$ cat src/rtl/bali_pkg.sv
// Shared definitions for the bali bytecode core.
// Contents:
//   - opcode constants used by the fetch stage and the decoder
//   - fetch_state_t : fetch-stage state machine encoding
//   - ARGC_W / argc_t : operand-count width and type
package bali_pkg;

  localparam int ARGC_W = 2;
  typedef logic [ARGC_W-1:0] argc_t;

  localparam logic [7:0] OP_BIPUSH       = 8'h10;
  localparam logic [7:0] OP_SIPUSH       = 8'h11;
  localparam logic [7:0] OP_LDC          = 8'h12;
  localparam logic [7:0] OP_ILOAD        = 8'h15;
  localparam logic [7:0] OP_ISTORE       = 8'h36;
  localparam logic [7:0] OP_IINC         = 8'h84;
  localparam logic [7:0] OP_IF_FIRST     = 8'h99;  // ifeq
  localparam logic [7:0] OP_IF_LAST      = 8'ha6;  // if_acmpne
  localparam logic [7:0] OP_GOTO         = 8'ha7;
  localparam logic [7:0] OP_INVOKESTATIC = 8'hb8;

  typedef enum logic [2:0] {
    S_REQ   = 3'd0,
    S_OP    = 3'd1,
    S_ARG1  = 3'd2,
    S_ARG2  = 3'd3,
    S_VALID = 3'd4
  } fetch_state_t;

endpackage

$ cat src/rtl/opcode_argc.sv
// Combinational opcode -> operand-count lookup.
// Ports:
//   opcode : in  8      opcode byte
//   argc   : out ARGC_W number of operand bytes following the opcode (0..2)
// Any opcode not listed has no operands.
module opcode_argc
  import bali_pkg::*;
(
  input  logic [7:0] opcode,
  output argc_t      argc
);

  always_comb begin
    argc = argc_t'(0);
    if (opcode inside {OP_BIPUSH, OP_LDC, OP_ILOAD, OP_ISTORE}) begin
      argc = argc_t'(1);
    end else if (opcode inside {OP_SIPUSH, OP_IINC, OP_INVOKESTATIC,
                                [OP_IF_FIRST:OP_GOTO]}) begin
      argc = argc_t'(2);
    end
  end

endmodule

$ cat src/rtl/bytecode_fetch.sv
// Instruction fetch stage: reads the variable-length bytecode stream from a
// byte-wide synchronous program memory and assembles opcode + 0..2 operands.
// Ports:
//   clk, rst              : clock, asynchronous active-high reset
//   en                    : allow a new opcode fetch to start
//   mem_rd, mem_addr      : program memory read strobe / byte address
//   mem_data              : read data, valid the cycle after mem_rd
//   instr_valid/ready     : instruction handshake to decode/execute
//   opcode, arg1, arg2    : assembled instruction bytes (unused args are 0)
//   argc, instr_pc        : operand count, address of the opcode byte
//   jmp, jmp_addr         : redirect to a new fetch address
//   fetch_state           : current state machine state (observability)
//
// Handshake: an instruction transfers on a cycle where instr_valid and
// instr_ready are both high and jmp is low. While instr_valid is high and not
// transferred, all instruction outputs hold their values. instr_valid never
// drops without a transfer except on jmp or reset.
module bytecode_fetch
  import bali_pkg::*;
#(
  parameter int                    ADDR_WIDTH = 16,
  parameter logic [ADDR_WIDTH-1:0] RESET_PC   = '0
) (
  input  logic                  clk,
  input  logic                  rst,
  input  logic                  en,
  output logic                  mem_rd,
  output logic [ADDR_WIDTH-1:0] mem_addr,
  input  logic [7:0]            mem_data,
  output logic                  instr_valid,
  input  logic                  instr_ready,
  output logic [7:0]            opcode,
  output logic [7:0]            arg1,
  output logic [7:0]            arg2,
  output argc_t                 argc,
  output logic [ADDR_WIDTH-1:0] instr_pc,
  input  logic                  jmp,
  input  logic [ADDR_WIDTH-1:0] jmp_addr,
  output fetch_state_t          fetch_state
);

  localparam logic [ADDR_WIDTH-1:0] PC_ONE = ADDR_WIDTH'(1);
  localparam logic [ADDR_WIDTH-1:0] PC_TWO = ADDR_WIDTH'(2);

  fetch_state_t          state, state_nxt;
  logic [ADDR_WIDTH-1:0] pc;
  argc_t                 lut_argc;

  // Looked up on the raw memory byte so the OP state can decide whether an
  // operand read is needed in the same cycle the opcode arrives.
  opcode_argc u_opcode_argc (
    .opcode (mem_data),
    .argc   (lut_argc)
  );

  // State register and instruction datapath.
  always_ff @(posedge clk or posedge rst) begin
    if (rst) begin
      state    <= S_REQ;
      pc       <= RESET_PC;
      opcode   <= '0;
      arg1     <= '0;
      arg2     <= '0;
      argc     <= '0;
      instr_pc <= '0;
    end else begin
      state <= state_nxt;
      if (jmp) begin
        pc <= jmp_addr;
      end else begin
        case (state)
          S_OP: begin
            opcode   <= mem_data;
            instr_pc <= pc;
            arg1     <= '0;
            arg2     <= '0;
            argc     <= lut_argc;
          end
          S_ARG1: arg1 <= mem_data;
          S_ARG2: arg2 <= mem_data;
          S_VALID: begin
            if (instr_ready) begin
              pc <= pc + PC_ONE + ADDR_WIDTH'(argc);
            end
          end
          default: ;
        endcase
      end
    end
  end

  // Next state and memory strobes. pc keeps pointing at the opcode byte for
  // the whole instruction; operand addresses are offsets from it and wrap.
  always_comb begin
    state_nxt = state;
    mem_rd    = 1'b0;
    mem_addr  = pc;
    if (rst || jmp) begin
      state_nxt = S_REQ;
    end else begin
      case (state)
        S_REQ: begin
          if (en) begin
            mem_rd    = 1'b1;
            state_nxt = S_OP;
          end
        end
        S_OP: begin
          if (lut_argc != argc_t'(0)) begin
            mem_rd    = 1'b1;
            mem_addr  = pc + PC_ONE;
            state_nxt = S_ARG1;
          end else begin
            state_nxt = S_VALID;
          end
        end
        S_ARG1: begin
          if (argc == argc_t'(2)) begin
            mem_rd    = 1'b1;
            mem_addr  = pc + PC_TWO;
            state_nxt = S_ARG2;
          end else begin
            state_nxt = S_VALID;
          end
        end
        S_ARG2:  state_nxt = S_VALID;
        S_VALID: if (instr_ready) state_nxt = S_REQ;
        default: state_nxt = S_REQ;
      endcase
    end
  end

  // Moore outputs.
  always_comb begin
    instr_valid = (state == S_VALID);
    fetch_state = state;
  end

endmodule

$ cat config.mk
export PLATFORM = sky130hd
export DESIGN_NAME = bytecode_fetch
export DESIGN_NICKNAME = d
export VERILOG_FILES = /design/src/rtl/bali_pkg.sv /design/src/rtl/opcode_argc.sv /design/src/rtl/bytecode_fetch.sv
export SDC_FILE = /design/constraint.sdc
export NUM_CORES = 1
export LEC_CHECK = 0
export ABC_AREA = 1
export ABC_CLOCK_PERIOD_IN_PS = 4110
export CORE_MARGIN = 5
export CORE_UTILIZATION = 45
export CTS_CLUSTER_SIZE = 30
export DETAILED_ROUTE_END_ITERATION = 7
export GPL_ROUTABILITY_DRIVEN = 1
export GPL_TIMING_DRIVEN = 1
export MAX_ROUTING_LAYER = met4
export PLACE_DENSITY = 0.79
export SLEW_MARGIN = 20
export SYNTH_ARGS = -nofsm -noshare
export SYNTH_HDL_FRONTEND = slang
export SYNTH_HIERARCHICAL = 1
export SYNTH_SLANG_ARGS = --single-unit
$ cat constraint.sdc
create_clock -name clk -period 4.11 [get_ports clk]
set_input_delay 0.822 -clock clk [delete_from_list [all_inputs] [get_ports clk]]
set_output_delay 0.822 -clock clk [all_outputs]
set_load 0.05 [all_outputs]
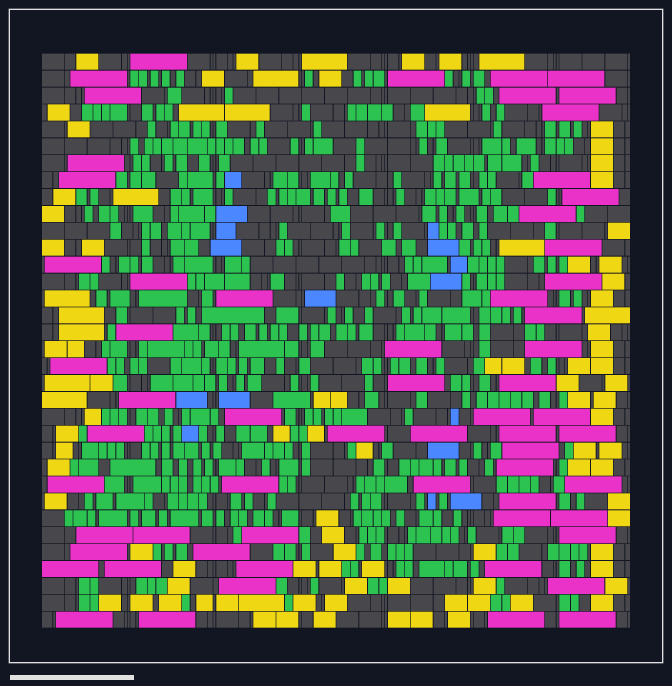
(images/placement_by_type.png)
The bar under the picture is 20 um long. Fill, decap, tap and diode cells in gray.
remaining buffers and delay cells: in yellow, cells 99, share of their area 21%. clock drivers and dummy loads: in blue, cells 16, share of their area 3.2%. sequential cells: in magenta, cells 61, share of their area 29%. combinational and other logic: in green, cells 497, share of their area 47%.

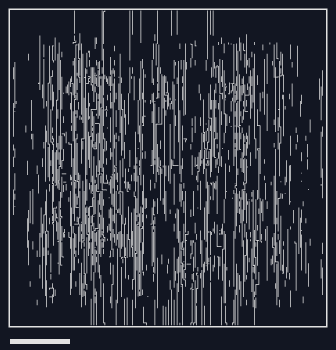
(images/layer_met2.png)
The bar under the picture is 20 um long.
The wires run mostly vertical. 574 nets have wire on it. The longest straight run is 45.2 um.

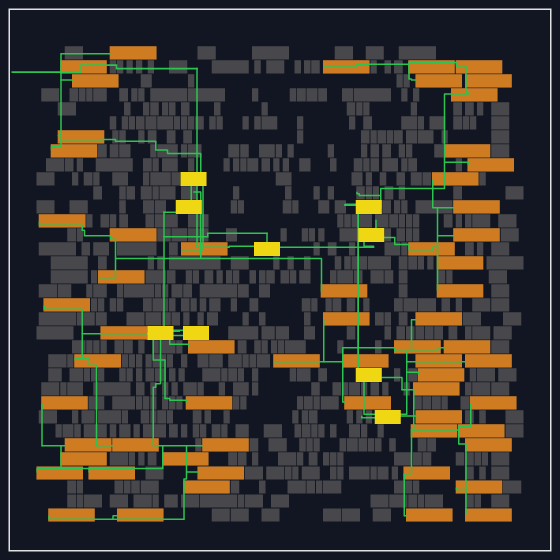
(images/clk_routes.png)
clock drivers: in yellow, count 9. flip-flops: in orange, count 61. clock wires: in green, length 937 um.
Position of the flops: widely spread.

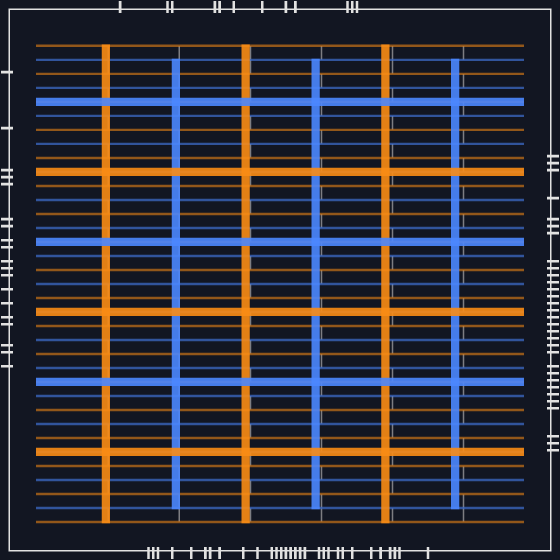
(images/power_grid.png)
Pins as bars on the die edge. Tap cells in gray.
VSS: in orange. VDD: in blue.
35 met1 rails follow the rows. 6 straps on met5. The core has 34 rows. 6 straps on met4. 108 tap cells.

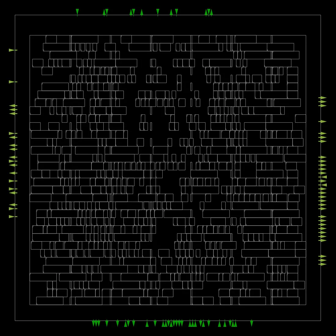
(images/placement.png)
core region area: 0.00876 sq mm
Seq cells: 61
flop share of the area: 0.281
row count: 34

==> out/results.ini <==
[global_route]
grt_pass1_vias=4250
grt_pass1_wl_um=21900

[clocking]
holdBufCountCts=0
clockBufferDepth=2

[critical_path]
cp.arrival_ns=3.13
timing.critical_path.buf_inv=5
r2r_cells=10

[yosys]
netlist_logic_family_top=simple AND/OR/NAND/NOR gates
ys_cells=572
ys.flops=61
ys_async_sr_fraction=1.00
syn_inst=572
area_leaders=dfrtp_1, nand2_1, o21ai_0
ys_warn_count=6
simple_gate_share=0.322

[final_layout]
largestClassByArea=multi-input combinational cells
seqCellArea_sq_mm=0.00153
utilization=0.620
clkCellAreaFrac=0.0308
comb.multi_input.count=419
comb_area_sq_mm=0.00219

[outcome]
status=finished clean

[power]
top_power_group=combinational cells
p_comb_mw=0.987
p_clk_mw=0.483

[final_timing]
finalCritPeriodShare=0.961
slew_violations=0

[hold_path]
hold_path_end=opcode[2]$_DFFE_PP0P_
min_from=opcode[2]$_DFFE_PP0P_

[detailed_routing]
wl_per_cell_um=17.4
routed_wl_um=13600
drt_iter0_markers=260
top_layer=met4

[floorplanning]
die_x_um=105
die_h_um=105

[placed_design]
hpwlAfterDp_um=10100

